<file path="config.mk">
export PLATFORM = sky130hd
export DESIGN_NAME = pll_lock_sequencer
export DESIGN_NICKNAME = d
export VERILOG_FILES = /design/src/rtl/pll_lock_sequencer.sv
export SDC_FILE = /design/constraint.sdc
export NUM_CORES = 1
export LEC_CHECK = 0
export ABC_AREA = 0
export CORE_ASPECT_RATIO = 1.2
export CORE_UTILIZATION = 38
export CTS_CLUSTER_SIZE = 24
export DETAILED_ROUTE_END_ITERATION = 8
export DONT_BUFFER_PORTS = 1
export HOLD_SLACK_MARGIN = 0.03
export PLACE_DENSITY = 0.63
export SLEW_MARGIN = 20
export SYNTH_ARGS = -nofsm -noshare
export SYNTH_HDL_FRONTEND = slang
export SYNTH_SLANG_ARGS = --single-unit
export TNS_END_PERCENT = 20
</file>
<file path="constraint.sdc">
create_clock -name clk_74a -period 6.37 [get_ports clk_74a]
set_clock_uncertainty 0.1 [all_clocks]
set_input_delay 1.5925 -clock clk_74a [delete_from_list [all_inputs] [get_ports clk_74a]]
set_output_delay 1.5925 -clock clk_74a [all_outputs]
set_load 0.02 [all_outputs]
</file>
<file path="src/rtl/pll_lock_sequencer.sv">
// pll_lock_sequencer: supervises a fractional PLL from the 74.25 MHz reference
// domain. Pulses the PLL reset, waits for lock, requires lock to stay stable
// before releasing the core reset, and re-sequences on lock loss or request.
// Saturating status counters record lock timeouts and in-service lock losses.
module pll_lock_sequencer #(
    parameter int RST_CYCLES    = 16,
    parameter int LOCK_TIMEOUT  = 742500,
    parameter int STABLE_CYCLES = 1024,
    parameter int CNT_W         = 8
) (
    input  logic             clk_74a,
    input  logic             reset_n,
    input  logic             pll_locked,
    input  logic             relock_req,
    output logic             pll_rst,
    output logic             core_reset_n,
    output logic             pll_ready,
    output logic [1:0]       state,
    output logic [CNT_W-1:0] timeout_count,
    output logic [CNT_W-1:0] loss_count
);

    function automatic int max2(input int a, input int b);
        return (a > b) ? a : b;
    endfunction

    // Saturating increment: the status counters stick at all-ones.
    function automatic logic [CNT_W-1:0] sat_inc(input logic [CNT_W-1:0] v);
        return (&v) ? v : v + CNT_W'(1);
    endfunction

    localparam int MAX_CYC = max2(max2(RST_CYCLES, LOCK_TIMEOUT), STABLE_CYCLES);
    localparam int CW      = $clog2(MAX_CYC + 1);

    // The counter reads k-1 on the k-th edge spent in a state, so each
    // "last" value marks the edge that completes the required cycle count.
    localparam logic [CW-1:0] RST_LAST = CW'(RST_CYCLES - 1);
    localparam logic [CW-1:0] TMO_LAST = CW'(LOCK_TIMEOUT - 1);
    localparam logic [CW-1:0] STB_LAST = CW'(STABLE_CYCLES - 1);

    typedef enum logic [1:0] {
        S_RESET_PLL = 2'd0,
        S_WAIT_LOCK = 2'd1,
        S_STABLE    = 2'd2,
        S_RUN       = 2'd3
    } state_t;

    state_t           state_q, state_d;
    logic [CW-1:0]    cnt_q, cnt_d;
    logic [CNT_W-1:0] tmo_q, tmo_d;
    logic [CNT_W-1:0] loss_q, loss_d;
    logic             sync1_q, sync2_q;
    logic             pll_rst_q, core_rst_n_q, ready_q;
    logic             locked_s;

    assign locked_s = sync2_q;

    // Two-flop synchroniser for the asynchronous PLL lock indication.
    always_ff @(posedge clk_74a or negedge reset_n) begin
        if (!reset_n) begin
            sync1_q <= 1'b0;
            sync2_q <= 1'b0;
        end else begin
            sync1_q <= pll_locked;
            sync2_q <= sync1_q;
        end
    end

    // Next-state, status-counter and cycle-counter logic.
    always_comb begin
        state_d = state_q;
        tmo_d   = tmo_q;
        loss_d  = loss_q;
        case (state_q)
            S_RESET_PLL: begin
                // relock_req deliberately has no effect while already resetting
                if (cnt_q == RST_LAST) state_d = S_WAIT_LOCK;
            end
            S_WAIT_LOCK: begin
                if (locked_s) begin
                    state_d = S_STABLE;
                end else if (cnt_q == TMO_LAST) begin
                    tmo_d   = sat_inc(tmo_q);
                    state_d = S_RESET_PLL;
                end
                if (relock_req) state_d = S_RESET_PLL;
            end
            S_STABLE: begin
                // A dropout only restarts the wait; the PLL is not reset.
                if (!locked_s)              state_d = S_WAIT_LOCK;
                else if (cnt_q == STB_LAST) state_d = S_RUN;
                if (relock_req) state_d = S_RESET_PLL;
            end
            S_RUN: begin
                if (!locked_s) begin
                    loss_d  = sat_inc(loss_q);
                    state_d = S_RESET_PLL;
                end
                if (relock_req) state_d = S_RESET_PLL;
            end
            default: state_d = S_RESET_PLL;
        endcase

        // Cleared on every state entry; parked in RUN where no timing is needed.
        if (state_d != state_q)    cnt_d = '0;
        else if (state_q != S_RUN) cnt_d = cnt_q + CW'(1);
        else                       cnt_d = cnt_q;
    end

    // State, counters and outputs; outputs are decoded from the next state so
    // they change on the same edge as the state register.
    always_ff @(posedge clk_74a or negedge reset_n) begin
        if (!reset_n) begin
            state_q      <= S_RESET_PLL;
            cnt_q        <= '0;
            tmo_q        <= '0;
            loss_q       <= '0;
            pll_rst_q    <= 1'b1;
            core_rst_n_q <= 1'b0;
            ready_q      <= 1'b0;
        end else begin
            state_q      <= state_d;
            cnt_q        <= cnt_d;
            tmo_q        <= tmo_d;
            loss_q       <= loss_d;
            pll_rst_q    <= (state_d == S_RESET_PLL);
            core_rst_n_q <= (state_d == S_RUN);
            ready_q      <= (state_d == S_RUN);
        end
    end

    assign pll_rst       = pll_rst_q;
    assign core_reset_n  = core_rst_n_q;
    assign pll_ready     = ready_q;
    assign state         = state_q;
    assign timeout_count = tmo_q;
    assign loss_count    = loss_q;

endmodule

</file>
Figure 1. Placement by cell class.
Scale: 6 px per um.
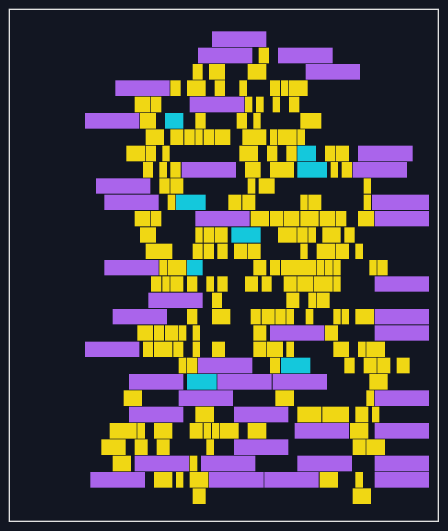
| class | color | cells | share of their area |
|---|---|---|---|
| registers | purple | 42 | 47% |
| remaining logic cells | yellow | 180 | 49% |
| clock drivers and dummy loads | cyan | 8 | 4.2% |
Final Instance Area: 2320 um2
core area: 5410 um2
post-layout util: 43.0%
row count: 29

Figure 2. Cell sizes after repair.
Scale: 4 px per um.
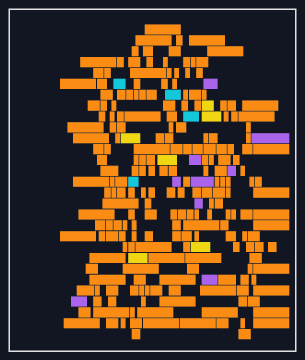
| size | color | cells |
|---|---|---|
| x1 and smaller | orange | 211 |
| x3 and x4 | cyan | 4 |
| x6 and larger | yellow | 6 |
| x2 | purple | 9 |
P&R area growth vs syn: 6.29%
count of plain and timing-repair buffers: 0

Figure 3. Register map, names as in the netlist.
Scale: 4 px per um. Other sequential cells in the stronger gray, the rest of the logic in the fainter gray.
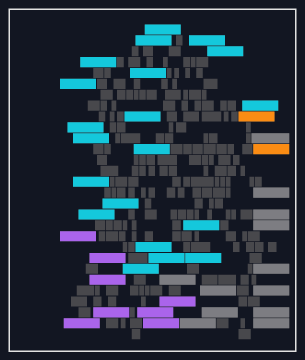
| netlist name | color | placed flops |
|---|---|---|
| loss_count | purple | 8 |
| state | orange | 2 |
| cnt_q | cyan | 20 |
not colored: 12

Figure 4. Met3 routing.
Scale: 3 px per um. Cells faint in the background.
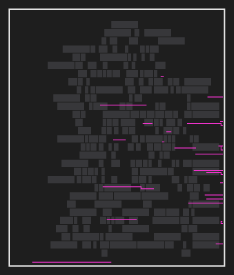
share of all routed wire: 3.4%
nets with wire on the layer: 17
met3 Resource Use GR: 4.16%
via count: 1722

Figure 5. Placement view.
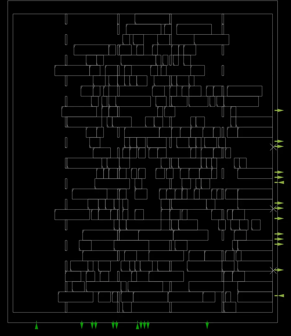
n_taps: 62
number of fill cells: 518

==> out/qor.txt <==
CTS hold repair buffers -> 0
GRT Total Usage -> 16.7%
root buf cell -> clkbuf_8
die width -> 71.3 um
TritonCTS Buffers -> 5
clkbuf count -> 5
Clock group -> 0.000182 W
status -> finished with violations
GRT met2 Usage -> 29.1%
Largest stage delay, worst path -> 0.77 ns
Top Layer Used -> met4
yosys synthesis chip area -> 2190 um2
detailed-route DRC error count -> 3
H-tree depth -> 2
Leak -> 0.997 nW
gr busiest metal -> met2
Seq share, synth -> 48.1%
failing checks -> design-rule violations
worst-margin pin slew -> 0.980 ns
comb_multi_in -> 175
Worst Hold Launch -> sync1_q$_DFF_PN0_
Gate Count Post-Synth -> 229
top power group -> sequential cells
Hold Path End -> locked_s$_DFF_PN0_
post-layout minimum cycle time -> 3.17 ns
Post-synth EDFFs -> 0
Data buffer area share -> 0%
Top-area cell share -> 46.9%
met1 usage -> 19.4%
most numerous cell in the Yosys netlist -> dfrtp_1
hold path depth -> 0
Power and IR drop assume default switching activity.
